==> config.mk <==
export PLATFORM = sky130hd
export DESIGN_NAME = div_6_seq
export DESIGN_NICKNAME = d
export VERILOG_FILES = /design/src/rtl/div_pkg.sv /design/src/rtl/div_step.sv /design/src/rtl/div_6_seq.sv
export SDC_FILE = /design/constraint.sdc
export NUM_CORES = 1
export LEC_CHECK = 0
export ABC_CLOCK_PERIOD_IN_PS = 1900
export CORE_MARGIN = 1
export CORE_UTILIZATION = 30
export DETAILED_ROUTE_END_ITERATION = 7
export GPL_TIMING_DRIVEN = 1
export PLACE_DENSITY = 0.6
export SYNTH_ARGS = -nofsm -noshare
export SYNTH_HDL_FRONTEND = slang
export SYNTH_SLANG_ARGS = --single-unit
export TNS_END_PERCENT = 1
==> constraint.sdc <==
create_clock -name clk -period 1.9 [get_ports clk]
set_input_delay 0.285 -clock clk [delete_from_list [all_inputs] [get_ports clk]]
set_output_delay 0.285 -clock clk [all_outputs]
set_load 0.02 [all_outputs]
Fig. 1: clock distribution
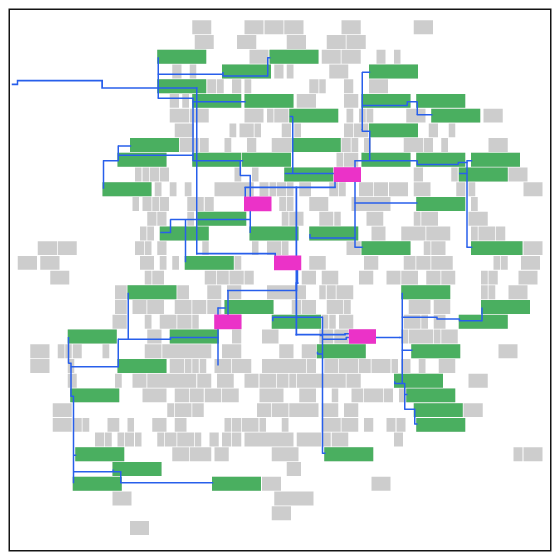
- magenta: cells driving clock nets (count 5)
- blue: clock wires (length 660 µm)
- green: flip-flops (count 52)
- routed clock nets: 6
Layout Skew: 0.00803 ns
Clock Power Share: 8.3%
clk_lat worst skew: 0.31 ns
P_clk: 639 µW

Fig. 2: sizing map
The bar under the picture is 20 µm long.
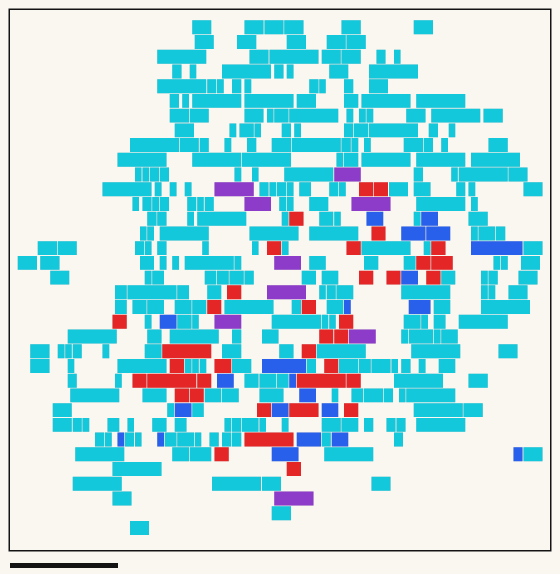
- cyan: drive 1 or less (cells 312; share 82%)
- red: drive 3 to 4 (cells 37; share 9.7%)
- purple: drive 6 and up (cells 9; share 2.4%)
- blue: drive 2 (cells 22; share 5.8%)
buffers outside the clock class: 76
post-layout instance area: 3840 µm²

Fig. 3: routed metal per tile
The bar under the picture is 20 µm long. The die is cut into 20 by 20 equal tiles; dark purple is low, yellow is high, scaled to the fullest tile. Values are wire area over tile area, all layers added.
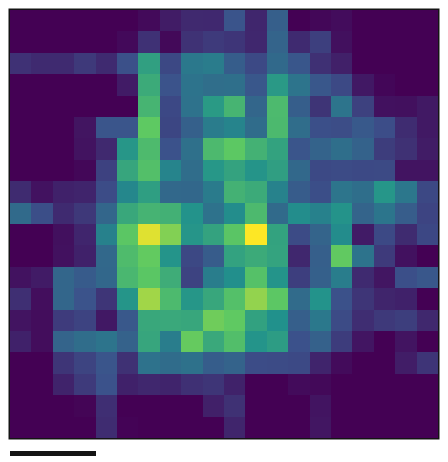
- densest ninth of the die: middle
- tiles over half the peak: 18%
- nearly empty tiles: 26%
- fullest tile: 0.48
- mean over tiles: 0.12
gr usage total: 16.0%
final wirelength: 7440 µm

Fig. 4: where the registers sit
Other sequential cells in the stronger gray, the rest of the logic in the fainter gray.
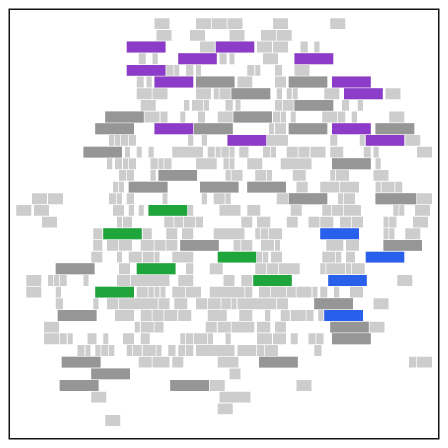
- blue: cnt (sequential cells 4; where right middle)
- green: r (sequential cells 6)
- purple: out_quotient (sequential cells 12)
seq pwr: 2.07 mW
final core utilization: 41.5%
Register Area: 1300 µm²
sequential portion of the cell area: 33.9%

Fig. 5: cell placement
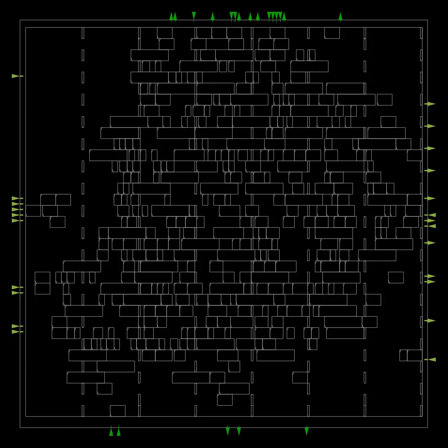
core area: 9240 µm²
Tap Count: 129
Flops: 52

==> results.sh <==
# source this file to load flow results
export IMPL_status="finished clean"
export IMPL_hold_viol=0
export IMPL_r2r_slack_ns=0.01
export IMPL_fmax_mhz=530
export IMPL_synth_cell_types=49
export IMPL_sw_frac_of_total_pct=43.3
export IMPL_synth_nets=344
export IMPL_setup_violations_final=0
export IMPL_dominant_cells="multi-input combinational cells"
export IMPL_numSynthFlops=52
export IMPL_grt_overflow_total=0
export IMPL_ys_top_logic_family="AND-OR/OR-AND gates"
export IMPL_synth_adder_area_share_pct=3.75
export IMPL_yosys_area_top_type_share_pct=44.5
export IMPL_clock_sinks=52
export IMPL_cts_root_buffer="clkbuf_8"
export IMPL_path_delay_family="AND-OR/OR-AND gates"
export IMPL_p_leak_nw=1.63
export IMPL_drcViolationCount=0
export IMPL_path_cells="inv_2, ha_4, inv_2, fa_2, a21o_1, a21oi_2, xnor2_1, nand2_1, o31ai_1"
export IMPL_synth_edff_count=0
export IMPL_synth_warnings=0
export IMPL_seqPwrFrac_pct=26.9
export IMPL_powerComb_mw=4.97
export IMPL_grt_pass1_vias=2483
export IMPL_cp_depth=9
export IMPL_wl_met3_um=252
export IMPL_top_area_cell="dfrtp_1"
export IMPL_die_y_um=99.8
export IMPL_syn_inst=314
export IMPL_routed_top_layer="met4"
export IMPL_rows=35
export IMPL_logic_area_um2=1510
export IMPL_cts_tree="yes"
export IMPL_relSlewSlack_pct=63.8
export IMPL_tns_ns=0
export IMPL_grt_pass1_wl_um=12500
export IMPL_cp_end_kind="flip-flop"
export IMPL_ys_area_um2=2870
export IMPL_warnings=27
export IMPL_final_clk_cell_share_pct=2.31
export IMPL_yosysMostFrequentCell="nand2_1"
export IMPL_maxSlewViolCount=0
export IMPL_met2_usage_pct=26.0
export IMPL_p_comb_share_pct=64.7
export IMPL_common_cells="58 x nand2_1, 51 x dfrtp_1, 30 x o21ai_0"
export IMPL_finalClockPeriodUsage_pct=99.2
export IMPL_comb_cell_share_pct=39.4
export IMPL_drive_gt1_share_pct=17.9
export IMPL_cts_resized_gates=11
export IMPL_layout_setup_ws_ns=0.0143
export IMPL_fp_util_pct=31.0
export IMPL_cp_required_ns=2.11
export IMPL_crit_type="reg2reg"
export IMPL_start_kind="flip-flop"
export IMPL_use_met1_pct=21.7
export IMPL_nClkBuffers=6
export IMPL_syn_area_um2=2870
export IMPL_vdd_drop_max_mv=0.601
export IMPL_crit_path_frequent_cell="inv_2"
export IMPL_die_area_um2=9950
export IMPL_place_ws_ns=-0.175
export IMPL_worstRegToRegCells=9
export IMPL_compound_area_share_pct=20.0
export IMPL_ioPinCount=43
export IMPL_most_common_layout_cells="58 x nand2_1, 51 x dfrtp_1, 41 x clkdlybuf4s50_1"
export IMPL_p_int_mw=4.36
export IMPL_synthArstFlopShare_pct=100
export IMPL_drv_cap=0
export IMPL_num_fill_cells=914
export IMPL_flop_cell="dfrtp_1"
export IMPL_vias_per_cell=4.94
export IMPL_inv_count=13
export IMPL_via_count=2517
Power and IR drop assume default switching activity.
